--- src/rtl/fpu_issue_ctrl.sv ---
// Issue stage in front of riscv_fpu: takes one request at a time, drives the FPU for a fixed
// latency, and returns {result, tag} pairs through a small response FIFO.
module fpu_issue_ctrl #(
  parameter int OP_W      = 32,
  parameter int RM_W      = 3,
  parameter int CMD_W     = 4,
  parameter int TAG_W     = 5,
  parameter int LATENCY   = 2,
  parameter int RSP_DEPTH = 2
) (
  input  logic             clk,
  input  logic             rst_n,
  input  logic             flush_i,
  input  logic             req_valid_i,
  output logic             req_ready_o,
  input  logic [OP_W-1:0]  req_op_a_i,
  input  logic [OP_W-1:0]  req_op_b_i,
  input  logic [RM_W-1:0]  req_rm_i,
  input  logic [CMD_W-1:0] req_cmd_i,
  input  logic [TAG_W-1:0] req_tag_i,
  output logic [OP_W-1:0]  fpu_operand_a_o,
  output logic [OP_W-1:0]  fpu_operand_b_o,
  output logic [RM_W-1:0]  fpu_rm_o,
  output logic [CMD_W-1:0] fpu_operator_o,
  output logic             fpu_enable_o,
  output logic             fpu_stall_o,
  input  logic [OP_W-1:0]  fpu_result_i,
  input  logic             fpu_result_valid_i,
  output logic             rsp_valid_o,
  input  logic             rsp_ready_i,
  output logic [OP_W-1:0]  rsp_result_o,
  output logic [TAG_W-1:0] rsp_tag_o,
  output logic             busy_o,
  output logic             proto_err_o
);

  localparam int CNT_W  = (LATENCY > 1) ? $clog2(LATENCY) : 1;
  localparam int PTR_W  = (RSP_DEPTH > 1) ? $clog2(RSP_DEPTH) : 1;
  localparam int FCNT_W = $clog2(RSP_DEPTH + 1);

  localparam logic [0:0] ST_IDLE = 1'b0;
  localparam logic [0:0] ST_EXEC = 1'b1;

  localparam logic [CNT_W-1:0]  CNT_LAST  = CNT_W'(LATENCY - 1);
  localparam logic [PTR_W-1:0]  PTR_LAST  = PTR_W'(RSP_DEPTH - 1);
  localparam logic [FCNT_W-1:0] FIFO_FULL = FCNT_W'(RSP_DEPTH);

  logic [0:0]       r_state;
  logic [CNT_W-1:0] r_cnt;
  logic [OP_W-1:0]  r_opA;
  logic [OP_W-1:0]  r_opB;
  logic [RM_W-1:0]  r_rm;
  logic [CMD_W-1:0] r_cmd;
  logic [TAG_W-1:0] r_tag;
  logic             r_protoErr;

  logic [OP_W-1:0]   r_fifoRes [RSP_DEPTH];
  logic [TAG_W-1:0]  r_fifoTag [RSP_DEPTH];
  logic [PTR_W-1:0]  r_wrPtr;
  logic [PTR_W-1:0]  r_rdPtr;
  logic [FCNT_W-1:0] r_count;

  logic w_exec;
  logic w_lastCycle;
  logic w_full;
  logic w_empty;
  logic w_stall;
  logic w_accept;
  logic w_capture;
  logic w_pop;

  assign w_exec      = (r_state == ST_EXEC);
  assign w_lastCycle = (r_cnt == CNT_LAST);
  assign w_full      = (r_count == FIFO_FULL);
  assign w_empty     = (r_count == '0);

  // Stall purely on a full FIFO; a pop in the same cycle does not free the slot early.
  assign w_stall   = w_exec & w_full;
  assign w_accept  = req_valid_i & req_ready_o;
  assign w_capture = w_exec & w_lastCycle & ~w_stall & ~flush_i;
  assign w_pop     = ~w_empty & rsp_ready_i & ~flush_i;

  assign req_ready_o     = (r_state == ST_IDLE) & ~flush_i;
  assign fpu_enable_o    = w_exec;
  assign fpu_stall_o     = w_stall;
  assign fpu_operand_a_o = r_opA;
  assign fpu_operand_b_o = r_opB;
  assign fpu_rm_o        = r_rm;
  assign fpu_operator_o  = r_cmd;

  assign rsp_valid_o  = ~w_empty;
  assign rsp_result_o = r_fifoRes[r_rdPtr];
  assign rsp_tag_o    = r_fifoTag[r_rdPtr];
  assign busy_o       = w_exec | ~w_empty;
  assign proto_err_o  = r_protoErr;

  always_ff @(posedge clk or negedge rst_n) begin
    if (!rst_n) begin
      r_state <= ST_IDLE;
      r_cnt   <= '0;
    end else if (flush_i) begin
      r_state <= ST_IDLE;
      r_cnt   <= '0;
    end else begin
      case (r_state)
        ST_IDLE: begin
          if (w_accept) begin
            r_state <= ST_EXEC;
            r_cnt   <= '0;
          end
        end
        ST_EXEC: begin
          // The counter freezes with the FPU's own pipeline whenever stall is raised.
          if (!w_stall) begin
            if (w_lastCycle) begin
              r_state <= ST_IDLE;
              r_cnt   <= '0;
            end else begin
              r_cnt <= r_cnt + CNT_W'(1);
            end
          end
        end
        default: begin
          r_state <= ST_IDLE;
          r_cnt   <= '0;
        end
      endcase
    end
  end

  always_ff @(posedge clk or negedge rst_n) begin
    if (!rst_n) begin
      r_opA <= '0;
      r_opB <= '0;
      r_rm  <= '0;
      r_cmd <= '0;
      r_tag <= '0;
    end else if (w_accept) begin
      r_opA <= req_op_a_i;
      r_opB <= req_op_b_i;
      r_rm  <= req_rm_i;
      r_cmd <= req_cmd_i;
      r_tag <= req_tag_i;
    end
  end

  // Sticky until reset; flush deliberately leaves the error flag alone.
  always_ff @(posedge clk or negedge rst_n) begin
    if (!rst_n) begin
      r_protoErr <= 1'b0;
    end else if (fpu_result_valid_i != (w_exec & w_lastCycle)) begin
      r_protoErr <= 1'b1;
    end
  end

  always_ff @(posedge clk or negedge rst_n) begin
    if (!rst_n) begin
      for (int i = 0; i < RSP_DEPTH; i++) begin
        r_fifoRes[i] <= '0;
        r_fifoTag[i] <= '0;
      end
    end else if (w_capture) begin
      r_fifoRes[r_wrPtr] <= fpu_result_i;
      r_fifoTag[r_wrPtr] <= r_tag;
    end
  end

  always_ff @(posedge clk or negedge rst_n) begin
    if (!rst_n) begin
      r_wrPtr <= '0;
      r_rdPtr <= '0;
      r_count <= '0;
    end else if (flush_i) begin
      r_wrPtr <= '0;
      r_rdPtr <= '0;
      r_count <= '0;
    end else begin
      if (w_capture) begin
        r_wrPtr <= (r_wrPtr == PTR_LAST) ? '0 : r_wrPtr + PTR_W'(1);
      end
      if (w_pop) begin
        r_rdPtr <= (r_rdPtr == PTR_LAST) ? '0 : r_rdPtr + PTR_W'(1);
      end
      case ({w_capture, w_pop})
        2'b10:   r_count <= r_count + FCNT_W'(1);
        2'b01:   r_count <= r_count - FCNT_W'(1);
        default: r_count <= r_count;
      endcase
    end
  end

endmodule
--- config.mk ---
export PLATFORM = sky130hd
export DESIGN_NAME = fpu_issue_ctrl
export DESIGN_NICKNAME = d
export VERILOG_FILES = /design/src/rtl/fpu_issue_ctrl.sv
export SDC_FILE = /design/constraint.sdc
export NUM_CORES = 1
export LEC_CHECK = 0
export CORE_MARGIN = 5
export CORE_UTILIZATION = 45
export DETAILED_ROUTE_END_ITERATION = 12
export HOLD_SLACK_MARGIN = 0.02
export PLACE_DENSITY = 0.87
export REMOVE_ABC_BUFFERS = 1
export SLEW_MARGIN = 30
export SYNTH_ARGS = -nofsm -noshare
export SYNTH_HDL_FRONTEND = slang
export SYNTH_SLANG_ARGS = --single-unit
--- constraint.sdc ---
create_clock -name clk -period 1.9 [get_ports clk]
set_input_delay 0.57 -clock clk [delete_from_list [all_inputs] [get_ports clk]]
set_output_delay 0.57 -clock clk [all_outputs]
set_load 0.05 [all_outputs]
**Run 1: signal wires on met1**

(4 px per um)
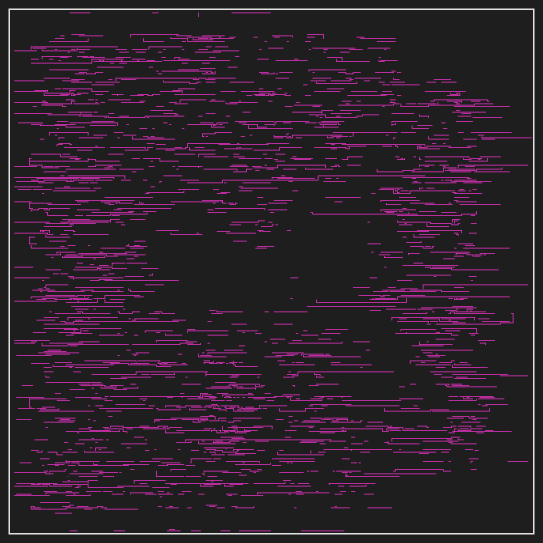
nets with wire on the layer = 673
share of all routed wire = 38%

**Run 1: cells by drive strength**

(3 px per um)
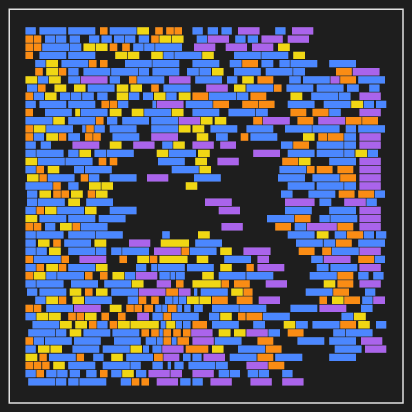
purple -> x6 and larger  # cells 78
orange -> x3 and x4  # cells 147
blue -> x1 and smaller  # cells 327
yellow -> x2  # cells 115
post-route setup slack: -0.307 ns
post-synthesis to final-layout area growth: 54.6%
Repair and plain buffers: 259

**Run 1: track usage over the die**

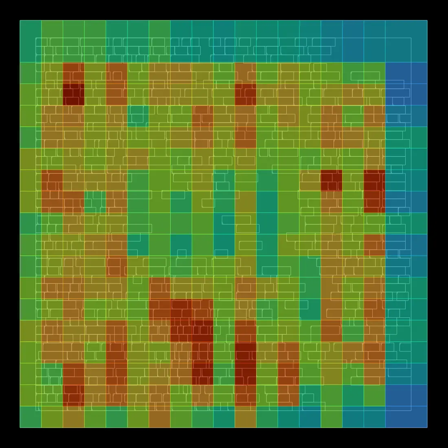
routing usage on met3: 0.0870
GR Layer Usage met2: 0.348

==> flow_metrics.py, run 1 <==
# Generated from Yosys and OpenROAD reports
metrics = {
    "critical_path": {
        "rr_worst_depth": 5,
        "critPathLaunchType": "flop",
        "crit_chain": "buf_12 > buf_12 > mux2_2 > buf_12",
        "cp_top_family": "buffers and inverters",
        "cp.depth": 4,
        "r2r_slack_ns": 0.06,
        "cp_num_buf_inv": 3,
        "cp_common_cell": "buf_12",
    },
    "sta": {
        "finalWorstSetupSlack_ns": -0.307,
        "finClkSkew_ns": 0.00652,
        "timing.hold.ws_ns": 0.0600,
        "slew_viol_final": 0,
        "fin_crit_sh": 1.16,
        "setup_viol": 39,
    },
    "finish": {
        "top_register": "r_fifoRes",
        "final_cells": 852,
        "final_util": 0.703,
        "sh_seq_area": 0.388,
        "most-common-layout-cells": "dfrtp_1, clkdlybuf4s50_1, mux2_2",
        "clkbuf_count": 20,
        "logic_area_mm2": 0.00252,
        "seqCellArea_mm2": 0.00393,
        "logic_gate_count": 220,
        "num-nets-final": 769,
        "lay_top_count": "dfrtp_1",
        "non_clock_inverter_count": 0,
        "final_area_mm2": 0.0101,
        "largest_reg_flops": 64,
    },
    "pwr": {
        "p_seq_frac": 0.338,
        "p_switching_w": 0.00469,
        "vdd_drop_max_v": 0.000812,
        "p_clk_w": 0.00310,
        "p_comb_w": 0.00540,
        "combPwrFrac": 0.421,
        "clkPwrFrac": 0.241,
        "netSwitchingFraction": 0.365,
    },
    "clock_network": {
        "cts_tree": "built",
        "worstSkewPairLatency_ns": 0.42,
        "holdBufCountCts": 0,
        "cts.sinks": 157,
        "cts-root-buf": "clkbuf_16",
        "cts_setup_buffers": 10,
    },
    "synth": {
        "ys_sh_mux": 0.338,
        "ys_warn_count": 0,
        "synth_flops": 157,
        "yosysCellCount": 400,
        "xor_area_frac": 0.00267,
        "logic_family": "multiplexers",
        "area_leaders": "dfrtp_1, mux2_2, mux2_4",
        "synth.cell_area_mm2": 0.00656,
        "top_area_cell": "dfrtp_1",
        "ys_seq_frac": 0.599,
        "synthDistinctLibCells": 29,
        "synthCells": 400,
    },
    "die": {
        "rows": 44,
        "io_pins": 228,
        "die_area_mm2": 0.0171,
    },
    "run_status": {
        "violations": "setup timing",
        "status": "finished, violations left",
    },
    "detailed_routing": {
        "drc": 0,
        "drtPass1Iterations": 4,
        "wl_per_cell_um": 20.2,
        "dr_wl_met3_um": 1520,
        "wl_met1_um": 6550,
        "vias_per_cell": 5.07,
        "wirelength_um": 17200,
        "ant_nets": 0,
    },
    "global_routing": {
        "top_usage_layer": "met2",
        "gr-total-overflow": 0,
        "grt_use_met1": 0.240,
        "grt_max_degree": 38,
    },
    "run": {
        "log.warning_count": 27,
    },
    "placed_design": {
        "dp_hpwl_um": 12300,
        "io_buffer_count": 227,
    },
}
--- run 2 (diff from run 1) ---
--- a/config.mk
+++ b/config.mk
@@ -7,6 +7,7 @@
 export LEC_CHECK = 0
 export CORE_MARGIN = 5
 export CORE_UTILIZATION = 45
+export CTS_CLUSTER_DIAMETER = 50
 export DETAILED_ROUTE_END_ITERATION = 12
 export HOLD_SLACK_MARGIN = 0.02
 export PLACE_DENSITY = 0.87
==> constraint.sdc (replaced) <==
create_clock -name clk -period 2.15 [get_ports clk]
set_input_delay 0.645 -clock clk [delete_from_list [all_inputs] [get_ports clk]]
set_output_delay 0.645 -clock clk [all_outputs]
set_load 0.05 [all_outputs]
==> run 2 against run 1 <==
Clock skew hardly changed. Cell count is 1.2% lower. Non-clock buffer count is 10 lower. Synthesized area stayed put. Largest power group unchanged. Die size stayed put. Largest cell class unchanged. Worst hold slack better by 0.13 ns. First-iteration DRC count is 13% lower. Combinational power is 11% lower. Via count is 0.16% higher. The run still ends with setup timing left.
==> flow_metrics.py, run 2 <==
# Generated from Yosys and OpenROAD reports
metrics = {
    "detailed_routing": {
        "wl_met1_um": 6410,
        "vias_per_cell": 5.14,
        "drtPass1Iterations": 4,
        "wl_per_cell_um": 20.5,
        "drc": 0,
        "ant_nets": 0,
        "dr_wl_met3_um": 1720,
    },
    "finish": {
        "final_area_mm2": 0.0102,
        "sh_seq_area": 0.386,
        "largest_reg_flops": 64,
        "clkbuf_count": 18,
        "logic_gate_count": 220,
        "final_cells": 842,
        "non_clock_inverter_count": 0,
        "top_register": "r_fifoRes",
        "most-common-layout-cells": "dfrtp_1, clkdlybuf4s50_1, mux2_2",
        "area_growth_pct": 55.4,
        "seqCellArea_mm2": 0.00393,
        "signal_buffers": 249,
        "final_util": 0.707,
        "logic_area_mm2": 0.00255,
        "lay_top_count": "dfrtp_1",
    },
    "placed_design": {
        "io_buffer_count": 227,
        "dp_hpwl_um": 12100,
    },
    "synth": {
        "top_area_cell": "dfrtp_1",
        "ys_sh_mux": 0.338,
        "xor_area_frac": 0.00267,
        "yosysCellCount": 400,
        "logic_family": "multiplexers",
        "area_leaders": "dfrtp_1, mux2_2, mux2_4",
        "synth.cell_area_mm2": 0.00656,
        "synthCells": 400,
        "synth_flops": 157,
        "synthDistinctLibCells": 29,
        "ys_warn_count": 0,
    },
    "global_routing": {
        "grt_use_met1": 0.232,
        "met3_usage": 0.0943,
        "gr-total-overflow": 0,
        "gr-usage-met2": 0.347,
    },
    "pwr": {
        "vdd_drop_max_v": 0.000923,
        "combPwrFrac": 0.402,
        "p_clk_w": 0.00327,
        "p_comb_w": 0.00479,
        "p_switching_w": 0.00421,
        "clkPwrFrac": 0.274,
        "p_seq_frac": 0.323,
    },
    "clock_network": {
        "cts.sinks": 157,
        "cts_tree": "built",
        "cts_setup_buffers": 3,
        "cts-root-buf": "clkbuf_16",
        "holdBufCountCts": 0,
    },
    "critical_path": {
        "rr_worst_depth": 4,
        "cp_common_cell": "buf_12",
        "cp_num_buf_inv": 3,
        "crit_chain": "buf_12 > buf_12 > mux2_2 > buf_12",
        "cp_top_family": "buffers and inverters",
        "r2r_slack_ns": 0.43,
        "critPathLaunchType": "flop",
        "cp.depth": 4,
    },
    "die": {
        "io_pins": 228,
        "rows": 44,
        "die_area_mm2": 0.0171,
    },
    "run_status": {
        "violations": "setup timing",
        "status": "finished, violations left",
    },
    "sta": {
        "setup_viol": 37,
        "finalWorstSetupSlack_ns": -0.106,
        "timing.hold.ws_ns": 0.189,
        "slew_viol_final": 0,
    },
    "run": {
        "log.warning_count": 27,
    },
}
**Run 2: cells colored by class**

(3 px per um)
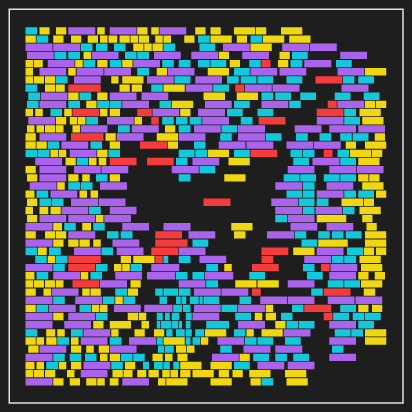
yellow -> remaining buffers and delay cells  # cells 249
purple -> registers  # cells 157
cyan -> remaining logic cells  # cells 220
red -> clock drivers and dummy loads  # cells 32

Power and IR drop assume default switching activity.
